**src/rtl/lfsr_meter_pkg.sv**
```systemverilog
// lfsr_meter_pkg: shared state encoding, segment constants and the default
// sample limit for the LFSR period meter.
package lfsr_meter_pkg;

    typedef enum logic [2:0] {
        ST_IDLE,
        ST_ARM,
        ST_MEASURE,
        ST_REPORT,
        ST_FAIL
    } meter_state_e;

    localparam logic [6:0] SEG_DASH = 7'h40;
    localparam logic [6:0] SEG_E    = 7'h79;

    localparam int TIMEOUT_DEFAULT = 31;

endpackage

```
**src/rtl/hex_to_seg7.sv**
```systemverilog
// hex_to_seg7: combinational hex digit to 7-segment decoder.
// Segments a..g are on bits [0]..[6], active-high.
module hex_to_seg7 (
    input  logic [3:0] hex_i,
    output logic [6:0] seg_o
);

    // Table lookup; every input value is covered so no latch can form.
    always_comb begin
        seg_o = 7'h00;
        case (hex_i)
            4'h0: seg_o = 7'h3F;
            4'h1: seg_o = 7'h06;
            4'h2: seg_o = 7'h5B;
            4'h3: seg_o = 7'h4F;
            4'h4: seg_o = 7'h66;
            4'h5: seg_o = 7'h6D;
            4'h6: seg_o = 7'h7D;
            4'h7: seg_o = 7'h07;
            4'h8: seg_o = 7'h7F;
            4'h9: seg_o = 7'h6F;
            4'hA: seg_o = 7'h77;
            4'hB: seg_o = 7'h7C;
            4'hC: seg_o = 7'h39;
            4'hD: seg_o = 7'h5E;
            4'hE: seg_o = 7'h79;
            4'hF: seg_o = 7'h71;
            default: seg_o = 7'h00;
        endcase
    end

endmodule

```
**src/rtl/lfsr_period_meter.sv**
```systemverilog
// lfsr_period_meter: captures one LFSR sample, counts samples until that value
// recurs and shows the period on a 7-segment digit, alternating low/high hex.
// Optional build macro: LFSR_METER_AUTORESTART_EN re-arms the measurement on
// its own after a result (or timeout) has been shown for 4 digit toggles.
//
// Input handshake: lfsr_vld qualifies lfsr_in for exactly the cycle it is high;
// there is no backpressure, every qualified sample is consumed in that cycle.
// state_dbg mirrors the FSM state register for observation.
module lfsr_period_meter #(
    parameter int DISP_DIV_W = 20,
    parameter int TIMEOUT    = lfsr_meter_pkg::TIMEOUT_DEFAULT
) (
    input  logic                         clk,
    input  logic                         rst_n,
    input  logic                         ena,
    input  logic [3:0]                   lfsr_in,
    input  logic                         lfsr_vld,
    input  logic                         start,
    output logic [6:0]                   seg_out,
    output logic                         dp,
    output logic [4:0]                   period,
    output logic                         done,
    output logic                         stuck,
    output logic                         err,
    output lfsr_meter_pkg::meter_state_e state_dbg
);

    import lfsr_meter_pkg::*;

    localparam logic [4:0]            TIMEOUT_CNT = 5'(TIMEOUT);
    localparam logic [DISP_DIV_W-1:0] DIV_ONE     = DISP_DIV_W'(1);
    localparam logic [DISP_DIV_W-1:0] DIV_MAX     = '1;

    meter_state_e          state_q, state_d;
    logic [3:0]            ref_q, ref_d;
    logic [4:0]            cnt_q, cnt_d;
    logic [4:0]            period_q, period_d;
    logic                  done_q, done_d;
    logic                  stuck_q, stuck_d;
    logic                  err_q, err_d;
    logic                  dp_q, dp_d;
    logic [6:0]            seg_q, seg_d;
    logic [DISP_DIV_W-1:0] div_q, div_d;
`ifdef LFSR_METER_AUTORESTART_EN
    logic [1:0]            tog_q, tog_d;
`endif

    logic [4:0] cnt_inc;
    logic       div_wrap;
    logic       auto_rst;
    logic [3:0] digit;
    logic [6:0] hex_seg;

    assign cnt_inc  = cnt_q + 5'd1;
    assign div_wrap = (div_q == DIV_MAX);

    // Next-state and result logic; a restart request overrides everything.
    always_comb begin
        state_d  = state_q;
        ref_d    = ref_q;
        cnt_d    = cnt_q;
        period_d = period_q;
        done_d   = done_q;
        stuck_d  = stuck_q;
        err_d    = err_q;
        dp_d     = dp_q;
        div_d    = div_q;
        auto_rst = 1'b0;
`ifdef LFSR_METER_AUTORESTART_EN
        tog_d    = tog_q;
`endif
        case (state_q)
            ST_IDLE: ;
            ST_ARM: begin
                if (lfsr_vld) begin
                    ref_d   = lfsr_in;
                    cnt_d   = 5'd0;
                    state_d = ST_MEASURE;
                end
            end
            ST_MEASURE: begin
                if (lfsr_vld) begin
                    cnt_d = cnt_inc;
                    if (lfsr_in == ref_q) begin
                        period_d = cnt_inc;
                        done_d   = 1'b1;
                        stuck_d  = (cnt_inc == 5'd1);
                        dp_d     = 1'b0;
                        div_d    = '0;
                        state_d  = ST_REPORT;
`ifdef LFSR_METER_AUTORESTART_EN
                        tog_d    = 2'd0;
`endif
                    end else if (cnt_inc == TIMEOUT_CNT) begin
                        period_d = 5'd0;
                        err_d    = 1'b1;
                        dp_d     = 1'b0;
                        div_d    = '0;
                        state_d  = ST_FAIL;
`ifdef LFSR_METER_AUTORESTART_EN
                        tog_d    = 2'd0;
`endif
                    end
                end
            end
            ST_REPORT: begin
                div_d = div_q + DIV_ONE;
                if (div_wrap) begin
                    dp_d = ~dp_q;
`ifdef LFSR_METER_AUTORESTART_EN
                    tog_d    = tog_q + 2'd1;
                    auto_rst = (tog_q == 2'd3);
`endif
                end
            end
            ST_FAIL: begin
`ifdef LFSR_METER_AUTORESTART_EN
                // The divider only paces the re-arm here; the E digit stays put.
                div_d = div_q + DIV_ONE;
                if (div_wrap) begin
                    tog_d    = tog_q + 2'd1;
                    auto_rst = (tog_q == 2'd3);
                end
`endif
            end
            default: state_d = ST_IDLE;
        endcase

        if (start || auto_rst) begin
            state_d  = ST_ARM;
            cnt_d    = 5'd0;
            period_d = 5'd0;
            done_d   = 1'b0;
            stuck_d  = 1'b0;
            err_d    = 1'b0;
            dp_d     = 1'b0;
            div_d    = '0;
`ifdef LFSR_METER_AUTORESTART_EN
            tog_d    = 2'd0;
`endif
        end
    end

    // Digit to display next: low nibble of the period, or its top bit.
    assign digit = dp_d ? {3'b000, period_d[4]} : period_d[3:0];

    hex_to_seg7 u_hex (
        .hex_i (digit),
        .seg_o (hex_seg)
    );

    // Segment pattern follows the next state so the display updates with it.
    always_comb begin
        seg_d = SEG_DASH;
        case (state_d)
            ST_REPORT: seg_d = hex_seg;
            ST_FAIL:   seg_d = SEG_E;
            default:   seg_d = SEG_DASH;
        endcase
    end

    // State and output registers; everything holds while ena is low.
    always_ff @(posedge clk or negedge rst_n) begin
        if (!rst_n) begin
            state_q  <= ST_IDLE;
            ref_q    <= 4'd0;
            cnt_q    <= 5'd0;
            period_q <= 5'd0;
            done_q   <= 1'b0;
            stuck_q  <= 1'b0;
            err_q    <= 1'b0;
            dp_q     <= 1'b0;
            seg_q    <= SEG_DASH;
            div_q    <= '0;
`ifdef LFSR_METER_AUTORESTART_EN
            tog_q    <= 2'd0;
`endif
        end else if (ena) begin
            state_q  <= state_d;
            ref_q    <= ref_d;
            cnt_q    <= cnt_d;
            period_q <= period_d;
            done_q   <= done_d;
            stuck_q  <= stuck_d;
            err_q    <= err_d;
            dp_q     <= dp_d;
            seg_q    <= seg_d;
            div_q    <= div_d;
`ifdef LFSR_METER_AUTORESTART_EN
            tog_q    <= tog_d;
`endif
        end
    end

    assign seg_out   = seg_q;
    assign dp        = dp_q;
    assign period    = period_q;
    assign done      = done_q;
    assign stuck     = stuck_q;
    assign err       = err_q;
    assign state_dbg = state_q;

endmodule

```
**config.mk**
```make
export PLATFORM = sky130hd
export DESIGN_NAME = lfsr_period_meter
export DESIGN_NICKNAME = d
export VERILOG_FILES = /design/src/rtl/lfsr_meter_pkg.sv /design/src/rtl/hex_to_seg7.sv /design/src/rtl/lfsr_period_meter.sv
export SDC_FILE = /design/constraint.sdc
export NUM_CORES = 1
export LEC_CHECK = 0
export CORE_ASPECT_RATIO = 1.2
export CORE_MARGIN = 3
export CORE_UTILIZATION = 55
export DETAILED_ROUTE_END_ITERATION = 7
export GPL_ROUTABILITY_DRIVEN = 0
export PLACE_DENSITY = 0.82
export SETUP_SLACK_MARGIN = 0.1
export SLEW_MARGIN = 20
export SYNTH_ARGS = -nofsm -noshare
export SYNTH_HDL_FRONTEND = slang
export SYNTH_HIERARCHICAL = 1
export SYNTH_SLANG_ARGS = --single-unit
```
**constraint.sdc**
```tcl
create_clock -name clk -period 5.68 [get_ports clk]
set_clock_uncertainty 0.05 [all_clocks]
set_input_delay 1.136 -clock clk [delete_from_list [all_inputs] [get_ports clk]]
set_output_delay 1.136 -clock clk [all_outputs]
set_load 0.03 [all_outputs]
```
==> qor.txt, run 1 <==
status -> finished, final reports clean
worst slack, placed -> 0.865 ns
Clock power frac -> 26.3%
Synth flops -> 48
R2R cell count -> 13
WS Path Type -> input port to flop
Final clock-cell share -> 2.70%
CP required -> 5.79 ns
cell count after placement -> 416
most frequent cells in the layout -> dfrtp_1, nor2_1, nand2_1, clkdlybuf4s50_1, o21ai_0
setup violators final -> 0
area of the mapped netlist -> 3070 um2
wire length per cell -> 15.3 um
Slew @ Worst Pin -> 0.942 ns
die footprint -> 6510 um2
yosys stat chip area -> 3070 um2
DRC -> 0
Cell Count, Final, Fillers Out -> 424
sw frac -> 32.0%
total track usage -> 21.6%
Post-CTS Hold Buffers -> 0
antenna diode count -> 0
RSZ-0062 raised after global routing -> no
inverter count -> 16
Worst R2R Setup Slack -> 1.99 ns
MI comb area -> 1720 um2
fin util -> 64.3%
slowest cell on the critical path -> clkdlybuf4s50_1
dominant logic cell type in the layout -> dfrtp_1
cycle use final -> 79.5%
Tap Count -> 62
clk sinks -> 48
Port Buffers -> 27
combinational share of cell area -> 50.0%
Primary FF master, synth -> dfrtp_1
Largest logic family -> simple AND/OR/NAND/NOR gates
clk latency late pin -> 0.30 ns
First DRT Iteration DRCs -> 168
FF-to-FF Start -> cnt_q[0]$_DFFE_PN0P_
combinational power share -> 24.0%
Fill cells -> 464
share of layout cells above drive strength 1 -> 10.2%
Finished Cell Area -> 3430 um2
Hold/Removal Path Class -> flop to flop
Flops -> 48
H-tree levels -> 2
Hold EP -> div_q[9]$_DFFE_PN0P_
Worst EP arrival -> 4.63 ns
CP endpoint kind -> flop
comb_multi_in -> 261
CP Launch Point -> start
first-pass GRT wire length -> 11000 um
Clock Tree Root -> clkbuf_8
number of global-route vias before repair -> 2396
clock buffer count -> 6
wirelength, routed -> 6470 um
syn_nets -> 359
OpenROAD warning count -> 34
sequential area share after synthesis -> 39.2%
worst r2r dst -> seg_out[3]$_DFFE_PN0P_
Yosys cell types -> 60
total gr overflow -> 0
Largest cell class -> logic gates
Init Core Util -> 57.5%
Reg power frac -> 49.7%
Seq. cell area -> 1200 um2
area leader, netlist -> dfrtp_1
Syn. warnings -> 6
Final Hold Vio Count -> 0
# Cells Yosys -> 339
Cell Pwr Density -> 233 nW/um2
Buffers excl. clock -> 29
Max VDD drop -> 178 uV
run 1: state kept, by name, indices dropped and copies added (netlist names):
signal     cells
stuck          1
seg_out        7
err            1
div_q         20
ref_q          4
period         5
dp             1
state_dbg      3
cnt_q          5
done           1
run 1: routing by layer:
metal / wire length (um) / GRT usage, % / vias to the layer above
met5: 0 / 0 / -
met4: 114 / 6.75 / 0
met3: 317 / 4.25 / 11
met2: 3090 / 36.0 / 68
met1: 2950 / 28.0 / 1196
li1: - / - / 1254
run 1: power by group through the flow:
stage / logic (uW) / clock network [uW] / registers (uW)
after floorplan: 115 / 0 / 421
after global placement: 189 / 0 / 403
after detailed placement: 192 / 0 / 404
after CTS: 193 / 219 / 397
after global routing: 212 / 233 / 402
final: 192 / 210 / 397
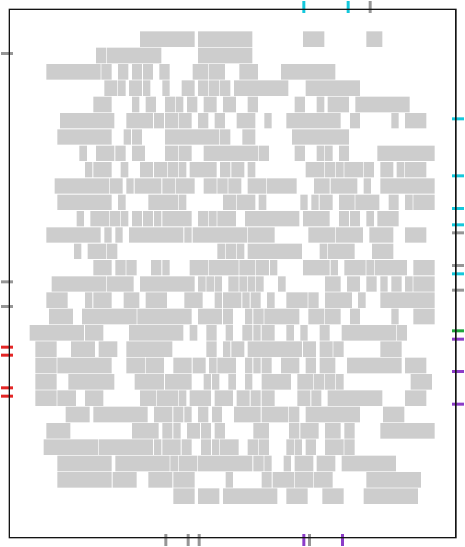
*Pin map, run 1*
(6 px per um) Pins as bars across the die edge, other pins in gray.
port	color	pins	direction	edge
`seg_out`	cyan	7	output	5 east, 2 north
`period`	purple	5	output	3 east, 2 south
`done`	green	1	output	east
`lfsr_in`	red	4	input	west
Chip Width: 74.2 um
Die Ht: 87.8 um

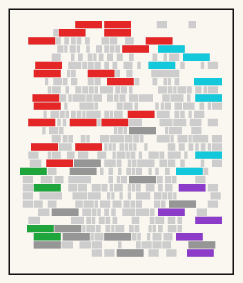
*Sequential cells colored by netlist name, run 1*
(3 px per um) Other sequential cells in the stronger gray, the rest of the logic in the fainter gray.
name in the netlist	color	flops
`div_q`	red	20
`period`	purple	5
`ref_q`	green	4
`seg_out`	cyan	7
not colored	12
Seq group: 397 uW
fraction of area in registers: 35.0%

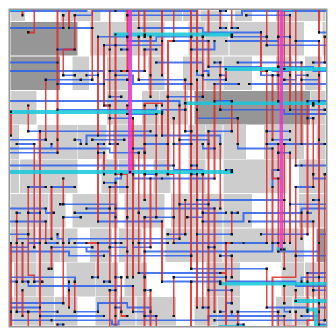
*A small window of the routed layout, run 1*
Region (25, 14) to (50, 39) um. Cells in gray, sequential cells in the stronger gray; small squares are vias.
layer	color
met1	blue
met2	red
met3	cyan
met4	magenta
sequential cells in the window	2
netlist names of flops here include	`state_dbg` (1), `stuck` (1)
most frequent	nor2_1 (10)
cells with their middle in the window	67

## Run 2: what changed since run 1
CORE_UTILIZATION = 52   (was 55)
PLACE_DENSITY = 0.81   (was 0.82)
clock period = 3.9 ns   (was 5.68 ns; I/O delays follow)
==> run 2 against run 1 <==
Against the previous run: flip-flop count stayed put; total power is 45% higher; core utilization shrank 2.0 points; final cell count grew 6.8%; register-to-register slack lost 1.6 ns; via count rose by 2.5%; hold slack got worse by 0.0037 ns; synthesized area unchanged; first-iteration DRC count increased by 58%; critical path depth did not move; combinational power increased by 53%; critical path type unchanged; largest cell class unchanged.
==> qor.txt, run 2 <==
status -> finished, final reports clean
share of layout cells above drive strength 1 -> 12.9% (+2.6 points)
R2R cell count -> 13 (unchanged)
inverter count -> 16 (unchanged)
wirelength, routed -> 6620 um (+2.3%)
syn_nets -> 359 (unchanged)
highest-power group -> registers
first-pass GRT wire length -> 11800 um (+7.0%)
most frequent cells in the layout -> dfrtp_1, nor2_1, nand2_1, clkdlybuf4s50_1, o21ai_0
MI comb area -> 1730 um2 (+0.58%)
Cell Count, Final, Fillers Out -> 453 (+6.8%)
met3 Use GR -> 3.11% (-1.1 points)
Hold EP -> div_q[9]$_DFFE_PN0P_
Placement Rows -> 30
cell count after placement -> 445 (+7.0%)
worst r2r dst -> seg_out[3]$_DFFE_PN0P_
die footprint -> 6860 um2 (+5.3%)
Reg power frac -> 49.8% (about the same)
Clock power frac -> 24.8% (-1.5 points)
Seq. cell area -> 1200 um2 (unchanged)
Worst EP arrival -> 3.71 ns (-0.92 ns)
maximum capacitance violations -> 0
Synth flops -> 48 (unchanged)
clock buffer count -> 7 (+1)
combinational share of cell area -> 48.8% (-1.2 points)
largest net degree at the start of global routing -> 49
Met2 Wirelength -> 3300 um (+6.7%)
Buffers excl. clock -> 40 (+38%)
DRC -> 0 (unchanged)
H-tree levels -> 2 (unchanged)
met1 WL -> 2950 um (about the same)
sequential area share after synthesis -> 39.2% (unchanged)
CP required -> 4.01 ns (-1.78 ns)
comb_multi_in -> 261 (unchanged)
WS Path Type -> input port to flop
Largest Register -> div_q
Tap Count -> 80 (+29%)
final setup TNS -> 0 ns
Final Hold Vio Count -> 0 (unchanged)
uppermost layer routed -> met4
worst slack, placed -> -0.0471 ns (-0.912 ns)
area leader, netlist -> dfrtp_1
Hold/Removal Path Class -> flop to flop
setup violators final -> 0 (unchanged)
area of the mapped netlist -> 3070 um2 (unchanged)
Max VDD drop -> 203 uV (+14%)
Primary FF master, synth -> dfrtp_1
OpenROAD warning count -> 34 (unchanged)
Final clock-cell share -> 2.30% (-0.40 points)
Slew @ Worst Pin -> 0.831 ns (-0.111 ns)
Worst R2R Setup Slack -> 0.44 ns (-1.55 ns)
First DRT Iteration DRCs -> 266 (+58%)
# Cells Yosys -> 339 (unchanged)
yosys stat chip area -> 3070 um2 (unchanged)
FF-to-FF Start -> cnt_q[0]$_DFFE_PN0P_
clk latency late pin -> 0.30 ns (about the same)
Cell Pwr Density -> 327 nW/um2 (+41%)
dominant logic cell type in the layout -> dfrtp_1
Largest cell class -> logic gates
clk sinks -> 48 (unchanged)
sw frac -> 32.2% (+0.19 points)
wire length per cell -> 14.6 um (-4.3%)
max reg flops -> 20 (unchanged)
total gr overflow -> 0 (unchanged)
Seq group -> 577 uW (+45%)
Finished Cell Area -> 3540 um2 (+3.0%)
P_comb -> 293 uW (+53%)
number of global-route vias before repair -> 2571 (+7.3%)
fraction of area in registers -> 34.0% (-1.0 points)
Fill cells -> 481 (+3.7%)
CP endpoint kind -> flop
Syn. warnings -> 6 (unchanged)
Flops -> 48 (unchanged)
WL met3 -> 251 um (-21%)
antenna diode count -> 0 (unchanged)
combinational power share -> 25.3% (+1.3 points)
Init Core Util -> 54.1% (-3.4 points)
CP Launch Point -> lfsr_in[1]
Yosys cell types -> 60 (unchanged)
most used routing layer -> met2
CTS Buf Count -> 5
run 2: cell counts after synthesis:
No cell type changed its count.
run 2: what timing repair did:
action                     in CTS  in global routing
resized                         0                  2
hold buffers                    0                  0
setup endpoints to repair       0                  2
run 2: cell families (layout without fill, tap and decap cells):
group	after synthesis	after routing	synth area share (%)
AOI/OAI and AO/OA	80	80	16.8
xor gates and xnor gates	17	17	4.85
adders and majority gates	11	11	4.49
buffers and inverters	30	64	4.85
DFF	48	48	39.2
muxes	14	14	5.59
and+or+nand+nor	139	139	24.2
run 2: critical path, stage by stage:
cell and delay (ns):
clkdlybuf4s50_1 0.44, xor2_1 0.18, nor4_4 0.32, nor4_1 0.10
o31ai_2 0.27, nand2_1 0.17, mux2i_1 0.37, inv_1 0.11
ha_1 0.33, mux4_1 0.49, nand2_1 0.07, a21oi_1 0.07
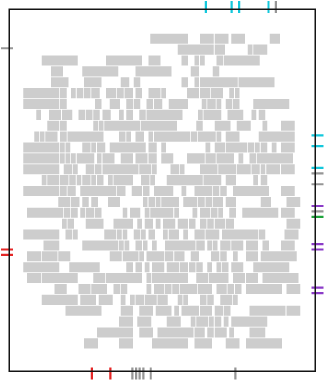
*Pin map, run 2*
(4 px per um) Pins as bars across the die edge, other pins in gray.
port	color	pins	direction	edge
`seg_out`	cyan	7	output	4 north, 3 east
`period`	purple	5	output	east
`lfsr_in`	red	4	input	2 west, 2 south
`done`	green	1	output	east
all pins by edge	12 east, 8 south, 5 north, 3 west
Port Buffers: 27
Chip Width: 76.1 um
Die Ht: 90.1 um

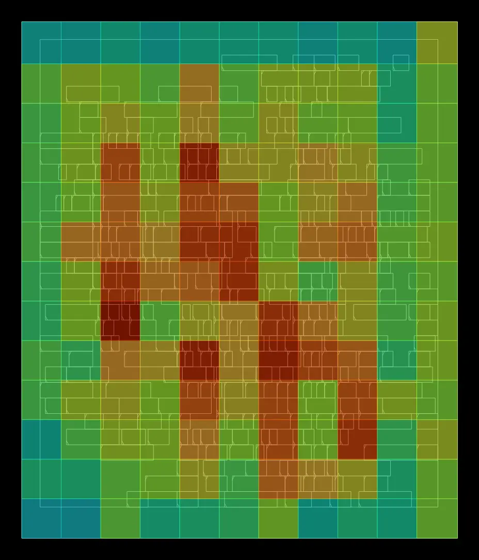
*Routing congestion, run 2*
fin util: 62.4%
GR Layer Usage met2: 35.4%
total track usage: 20.6%

Power and IR drop assume default switching activity.
